### config.mk
export PLATFORM = sky130hd
export DESIGN_NAME = reset_ctrl
export DESIGN_NICKNAME = d
export VERILOG_FILES = /design/src/rtl/reset_ctrl_pkg.sv /design/src/rtl/reset_ctrl_debounce.sv /design/src/rtl/reset_ctrl.sv
export SDC_FILE = /design/constraint.sdc
export NUM_CORES = 1
export LEC_CHECK = 0
export ABC_AREA = 1
export CAP_MARGIN = 15
export CORE_MARGIN = 8
export CORE_UTILIZATION = 40
export CTS_BUF_LIST = sky130_fd_sc_hd__clkbuf_4
export CTS_CLUSTER_DIAMETER = 40
export DETAILED_ROUTE_END_ITERATION = 7
export DONT_BUFFER_PORTS = 1
export PLACE_DENSITY_LB_ADDON = 0.12
export SETUP_SLACK_MARGIN = 0.05
export SYNTH_ARGS = -nofsm -noshare
export SYNTH_HDL_FRONTEND = slang
export SYNTH_SLANG_ARGS = --single-unit
### constraint.sdc
create_clock -name clk -period 2.7 [get_ports clk]
set_input_delay 0.54 -clock clk [delete_from_list [all_inputs] [get_ports clk]]
set_output_delay 0.54 -clock clk [all_outputs]
set_load 0.01 [all_outputs]
### src/rtl/reset_ctrl_pkg.sv
// Shared definitions for the board reset controller: CSR offsets, cause bit
// positions and FSM state encoding.
package reset_ctrl_pkg;

    localparam logic [4:0] R_CAUSE = 5'h0;
    localparam logic [4:0] R_SWRST = 5'h1;
    localparam logic [4:0] R_COUNT = 5'h2;

    localparam int CAUSE_WDT0 = 0;
    localparam int CAUSE_WDT1 = 1;
    localparam int CAUSE_BTN  = 2;
    localparam int CAUSE_SW   = 3;
    localparam int CAUSE_POR  = 4;

    localparam logic [1:0] ST_IDLE    = 2'd0;
    localparam logic [1:0] ST_ASSERT  = 2'd1;
    localparam logic [1:0] ST_HOLDOFF = 2'd2;

    // Offsets wrap inside the 5-bit CSR window.
    function automatic logic csr_hit(input logic [4:0] addr, input logic [4:0] base,
                                     input logic [4:0] offs);
        logic [4:0] target;
        target = base + offs;
        return addr == target;
    endfunction

endpackage

### src/rtl/reset_ctrl_debounce.sv
// Button conditioner: 2-flop synchroniser followed by a ce-tick stability
// counter; the output level only follows after LEN stable ticks.
module debounce #(
    parameter logic [3:0] LEN = 4'd10
) (
    input  logic clk,
    input  logic rst,
    input  logic ce,
    input  logic din,
    output logic dout
);

    logic [1:0] sync_reg;
    logic       level_reg;
    logic [3:0] stab_reg;
    logic [4:0] stab_inc;

    assign stab_inc = {1'b0, stab_reg} + 5'd1;

    always_ff @(posedge clk) begin
        if (rst) begin
            sync_reg  <= 2'b11;
            level_reg <= 1'b1;
            stab_reg  <= 4'd0;
        end else begin
            sync_reg <= {sync_reg[0], din};
            if (sync_reg[1] == level_reg) begin
                stab_reg <= 4'd0;
            end else if (ce) begin
                if (stab_inc >= {1'b0, LEN}) begin
                    level_reg <= sync_reg[1];
                    stab_reg  <= 4'd0;
                end else begin
                    stab_reg <= stab_inc[3:0];
                end
            end
        end
    end

    assign dout = level_reg;

endmodule

### src/rtl/reset_ctrl.sv
// Board reset controller: watchdog/button/software triggers to a timed SoC reset.
// Optional button debounce enabled by defining RESET_CTRL_DEBOUNCE_EN.
module reset_ctrl
    import reset_ctrl_pkg::*;
#(
    parameter logic [4:0] BASE_ADDR    = 5'h0,
    parameter logic [7:0] PULSE_LEN    = 8'd100,
    parameter logic [7:0] HOLDOFF_LEN  = 8'd20,
    parameter logic [7:0] SWRST_KEY    = 8'hc5,
    parameter logic [3:0] DEBOUNCE_LEN = 4'd10
) (
    input  logic       clk,
    input  logic       rst,
    input  logic       ce,
    input  logic       pwr_is_off,
    input  logic [4:0] csr_a,
    input  logic [7:0] csr_di,
    input  logic       csr_we,
    output logic [7:0] csr_do,
    input  logic [1:0] wdt_strobe,
    input  logic       failsafe_mode,
    input  logic       btn_rst_n,
    output logic       soc_rst_n,
    output logic       failsafe_boot,
    output logic       rst_active
);

    localparam logic [7:0] PULSE_EFF = (PULSE_LEN == 8'd0) ? 8'd1 : PULSE_LEN;

    logic       btn_level;
    logic       btn_prev_reg;
    logic [1:0] state_reg, state_next;
    logic [7:0] cnt_reg, cnt_next;
    logic       fsb_reg, fsb_next;
    logic       soc_rst_n_reg;
    logic [4:0] cause_reg, cause_next;
    logic [7:0] count_reg, count_next;
    logic [4:0] trig_vec;
    logic       trig_any;
    logic       hit_cause, hit_swrst, hit_count;

`ifdef RESET_CTRL_DEBOUNCE_EN
    debounce #(
        .LEN (DEBOUNCE_LEN)
    ) u_debounce (
        .clk  (clk),
        .rst  (rst),
        .ce   (ce),
        .din  (btn_rst_n),
        .dout (btn_level)
    );
`else
    logic [1:0] btn_sync_reg;

    always_ff @(posedge clk) begin
        if (rst) begin
            btn_sync_reg <= 2'b11;
        end else begin
            btn_sync_reg <= {btn_sync_reg[0], btn_rst_n};
        end
    end

    assign btn_level = btn_sync_reg[1];
`endif

    assign hit_cause = csr_hit(csr_a, BASE_ADDR, R_CAUSE);
    assign hit_swrst = csr_hit(csr_a, BASE_ADDR, R_SWRST);
    assign hit_count = csr_hit(csr_a, BASE_ADDR, R_COUNT);

    assign trig_vec[CAUSE_WDT0] = wdt_strobe[0];
    assign trig_vec[CAUSE_WDT1] = wdt_strobe[1];
    assign trig_vec[CAUSE_BTN]  = btn_prev_reg & ~btn_level;
    assign trig_vec[CAUSE_SW]   = csr_we & hit_swrst & (csr_di == SWRST_KEY);
    assign trig_vec[CAUSE_POR]  = 1'b0;
    assign trig_any = |trig_vec;

    always_comb begin
        state_next = state_reg;
        cnt_next   = cnt_reg;
        fsb_next   = fsb_reg;
        if (pwr_is_off) begin
            state_next = ST_ASSERT;
            cnt_next   = PULSE_EFF;
        end else begin
            case (state_reg)
                ST_IDLE: begin
                    if (trig_any) begin
                        state_next = ST_ASSERT;
                        cnt_next   = PULSE_EFF;
                        fsb_next   = failsafe_mode;
                    end
                end
                ST_ASSERT: begin
                    if (ce) begin
                        if (cnt_reg <= 8'd1) begin
                            state_next = ST_HOLDOFF;
                            cnt_next   = HOLDOFF_LEN;
                        end else begin
                            cnt_next = cnt_reg - 8'd1;
                        end
                    end
                end
                ST_HOLDOFF: begin
                    // A zero-length holdoff drops straight back to IDLE.
                    if (cnt_reg == 8'd0) begin
                        state_next = ST_IDLE;
                    end else if (ce) begin
                        cnt_next = cnt_reg - 8'd1;
                        if (cnt_reg == 8'd1) begin
                            state_next = ST_IDLE;
                        end
                    end
                end
                default: begin
                    state_next = ST_IDLE;
                    cnt_next   = 8'd0;
                end
            endcase
        end
    end

    always_comb begin
        cause_next = cause_reg;
        if (csr_we && hit_cause) begin
            cause_next = cause_reg & ~csr_di[4:0];
        end
        cause_next = cause_next | trig_vec;

        count_next = count_reg;
        if (trig_any) begin
            if (csr_we && hit_count) begin
                count_next = 8'd1;
            end else if (count_reg != 8'hff) begin
                count_next = count_reg + 8'd1;
            end
        end else if (csr_we && hit_count) begin
            count_next = 8'd0;
        end
    end

    always_ff @(posedge clk) begin
        if (rst) begin
            state_reg     <= ST_ASSERT;
            cnt_reg       <= PULSE_EFF;
            fsb_reg       <= 1'b0;
            soc_rst_n_reg <= 1'b0;
            btn_prev_reg  <= 1'b1;
            cause_reg     <= 5'b1 << CAUSE_POR;
            count_reg     <= 8'd0;
        end else begin
            state_reg     <= state_next;
            cnt_reg       <= cnt_next;
            fsb_reg       <= fsb_next;
            soc_rst_n_reg <= (state_next != ST_ASSERT);
            btn_prev_reg  <= btn_level;
            cause_reg     <= cause_next;
            count_reg     <= count_next;
        end
    end

    always_comb begin
        csr_do = 8'h00;
        if (hit_cause) begin
            csr_do = {3'b000, cause_reg};
        end else if (hit_count) begin
            csr_do = count_reg;
        end
    end

    assign soc_rst_n     = soc_rst_n_reg;
    assign failsafe_boot = fsb_reg;
    assign rst_active    = (state_reg != ST_IDLE);

endmodule

==> run notes <==
flow finished, numbers: post-CTS sizing=0, P per Cell Area=372 nW/µm², I/O pins=33, NumNets Final=~300, Most common reg cell=dfxtp_1, DR DRC count=0, met2 WL=around 2000 µm, num rows=24, Placed Area=about 1900 µm², number of cells in Yosys stat=272, WL/cell=about 13 µm, switching power=~190 µW, Internal Power=a little over 500 µW, # Post-CTS Setup Buffers=0, Slew @ Worst Pin=roughly 0.50 ns, floorplan core density=a little over two fifths, vias after detailed routing=about 1600, combinational share of power=between 10% and 20%, WL met1=1880 µm, PortBufs=0, dominant logic cell type in the layout=nand2_1, maximum fanout along the worst path=8, drt first pass iters=4, Seq share, synth=between 30% and 40%, reg-to-reg endpoint=cnt_reg[7]$_SDFFE_PP0P_, Clk. pwr=177 µW, cycle use final=between 70% and 80%, CORE AREA=between 4000 and 5000 µm², Root Driver=clkbuf_4, via density per instance=4.99, Mapped Nets=between 200 and 300, DR WL met3=approximately 270 µm, Hold Crit Class=input port to flip-flop, setup TNS=0 ns, Max Used Layer=met4, share of post-route cells with drive strength above 1=13.9%, required time of the critical path=between 2 and 2.5 ns, P&R area growth vs syn=4.62%, Hold Path Stages=1, met2 Use GR=about a fifth, CTS tree=yes, CP top delay family=AND-OR/OR-AND gates, Die Area=a little under 7000 µm², CP arrival=between 1 and 1.5 ns, Die Width=around 83 µm, crit path from=csr_a[1], # diodes=0, Netlist cell types=29, clock buffer depth=2, clk slew on worst S/H paths=0.15 ns, largest net degree at the start of global routing=18, antenna viol nets, final=0, flops & latches, synth=28, unrepaired setup endpoints after global routing=no, Setup crit start kind=input port, Critical R2R Launch=cnt_reg[0]$_SDFFE_PP0P_, area fraction in mux cells=0%, EDFF count, synth=0, DP Wirelength=between 3000 and 4000 µm, simple share=between 40% and 50%, DRT Wirelength=about 4200 µm, yosys xor share=between 1.5 and 2%, VDD IR max=approximately 0.00016 V, total CTS buffers=3, sequential logic power=between 400 and 500 µW, Worst Hold Margin=between 0.2 and 0.3 ns, Clk pwr share=roughly a quarter, max_slew headroom=roughly 66%, syn_area_per_cell=roughly 6.7 µm², final core utilization=between 40 and 50%, Reg power frac=a little over 60%, Critical-path top delay cell=o21ai_0, tool warnings=28, DIE HEIGHT=around 83 µm, initial DRC count=62, fin cells=around 330, Main logic family=simple AND/OR/NAND/NOR gates, most common logic cells in the final layout=nand2_1 (61), inv_1 (37), nor2_1 (30), Min-Delay Endpoint=count_reg[0]$_SDFFE_PP0P_, Final GP Congestion=around 0.78, area reported by Yosys stat=around 1800 µm², Adder Area Share=~2.8%, hold_sp=rst, initial antenna violation count=0, met3 usage=under 10%, GR Overflow Total=0, Place WS=between 0.7 and 0.8 ns, vias in the first global route=1558, Top Consumer=sequential cells, GRT Util Overall=12.3%, share of flip-flops with an asynchronous set or reset=0%, max frequency=515 MHz, worst setup path class=input port to output pin, comb pwr=a little over 90 µW, clk sinks=28, Buf/Inv on CP=1, fillers=486, ao+oa area frac=10.9%, Period minus WS final=1.94 ns, grt met1 use=roughly 15%, Leak=0.816 nW, crit end category=output pin, final setup violation count=0, Clock H-tree levels=1, Mapped Area=approximately 1800 µm², status=finished, final reports clean, worst setup margin=between 0.7 and 0.8 ns, max cap viols=0, crit-path cells=inv_1, nor2_1, nand3_1, o21ai_0, Final Instance Area=1900 µm², placed cell count=about 320, Final Hold Fails=0, Syn Inst Count=around 270, Hold Buf Count CTS=0, busiest grt layer=met2, first-pass GRT wire length=7310 µm, Yosys warning total=0, reg2reg setup slack=1.14 ns, total power=approximately 700 µW, CP peak stage delay=approximately 0.47 ns, switch share=roughly 27%
[kinds of logic after synthesis]
group	after synthesis
AOI/OAI and AO/OA	35
adders and majority gates	4
and+or+nand+nor	157
buffers and inverters	44
xor gates and xnor gates	4
DFF	28
[layout make-up]
class                      count  area, µm²  share of cell area, %
clock buffer                   3       22.5                   1.19
clock inverter                 1       3.75                  0.198
inverter                      42        158                   8.30
multi-input combinational    200       1090                   57.4
sequential                    28        561                   29.5
tap                           52       65.1                   3.43
[cells in the mapped netlist (2+ instances only)]
| cell type | count | share of area [%] |
|---|---|---|
| nand2_1 | 61 | 13 |
| inv_1 | 37 | 7.6 |
| nor2_1 | 30 | 6.2 |
| dfxtp_1 | 28 | 31 |
| nand3_1 | 28 | 7.7 |
| a21oi_1 | 18 | 5.0 |
| nand4_1 | 9 | 3.1 |
| nand2_2 | 7 | 2.4 |
| o21ai_0 | 7 | 1.9 |
| nor2_2 | 5 | 1.7 |
| ha_1 | 4 | 2.8 |
| inv_2 | 4 | 0.83 |
| nor2_4 | 4 | 2.5 |
| o21ai_1 | 4 | 1.1 |
| nand2_4 | 3 | 1.9 |
| or2_2 | 3 | 1.0 |
| xor2_1 | 3 | 1.4 |
| a21oi_2 | 2 | 0.97 |
| clkbuf_1 | 2 | 0.41 |
| nand2_8 | 2 | 2.2 |
| nand4_2 | 2 | 1.4 |
| o211ai_1 | 2 | 0.83 |
[worst max-delay path by stage]
| stage | endpoint | cells after the start |
|---|---|---|
| after floorplan | csr_do[0] | 4 |
| after global placement | csr_do[1] | 4 |
| after detailed placement | csr_do[1] | 4 |
| after CTS | csr_do[1] | 4 |
| after global routing | csr_do[1] | 4 |
| final | csr_do[2] | 4 |
util_map.png
The bar under the picture is 20 µm long. 8 x 8 tiles, from dark purple (low) to yellow (high), 0 to 100% covered.
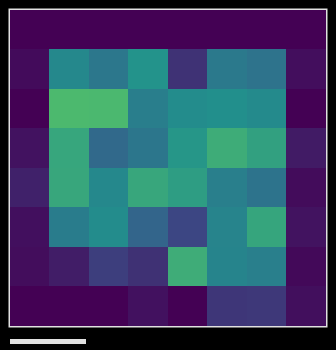
nearly empty tiles: 22%
emptiest ninth of the die: lower left
fullest tile: 68%
densest ninth of the die: centre
mean over tiles: 26%

clock_nets.png
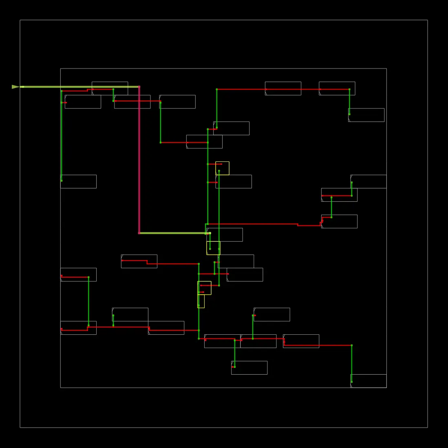
Late-Pin Clk Latency: 0.32 ns
clock skew: 0.00616 ns
clock buf count: 3

ff_map.png
The bar under the picture is 20 µm long. Other sequential cells in the stronger grey, the rest of the logic in the fainter grey.
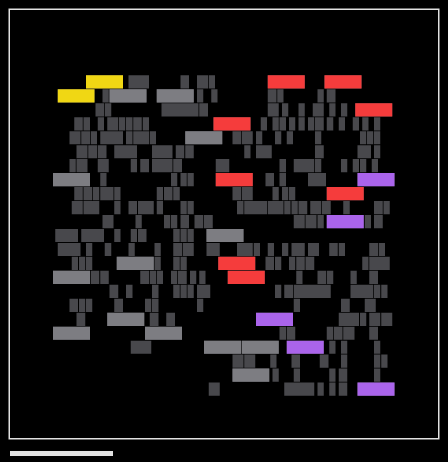
| signal | colour | flops |
|---|---|---|
| `state_reg` | yellow | 2 |
| `cause_reg` | purple | 5 |
| `count_reg` | red | 8 |

layers.png
Only two layers are drawn.
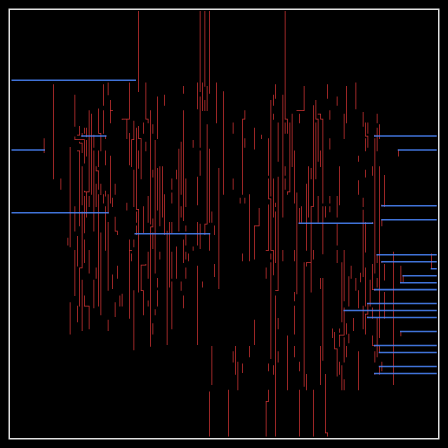
| layer | colour | wire length |
|---|---|---|
| M3 | blue | 267 µm |
| M2 | red | 2000 µm |

Power is estimated from default activity; no workload was simulated.
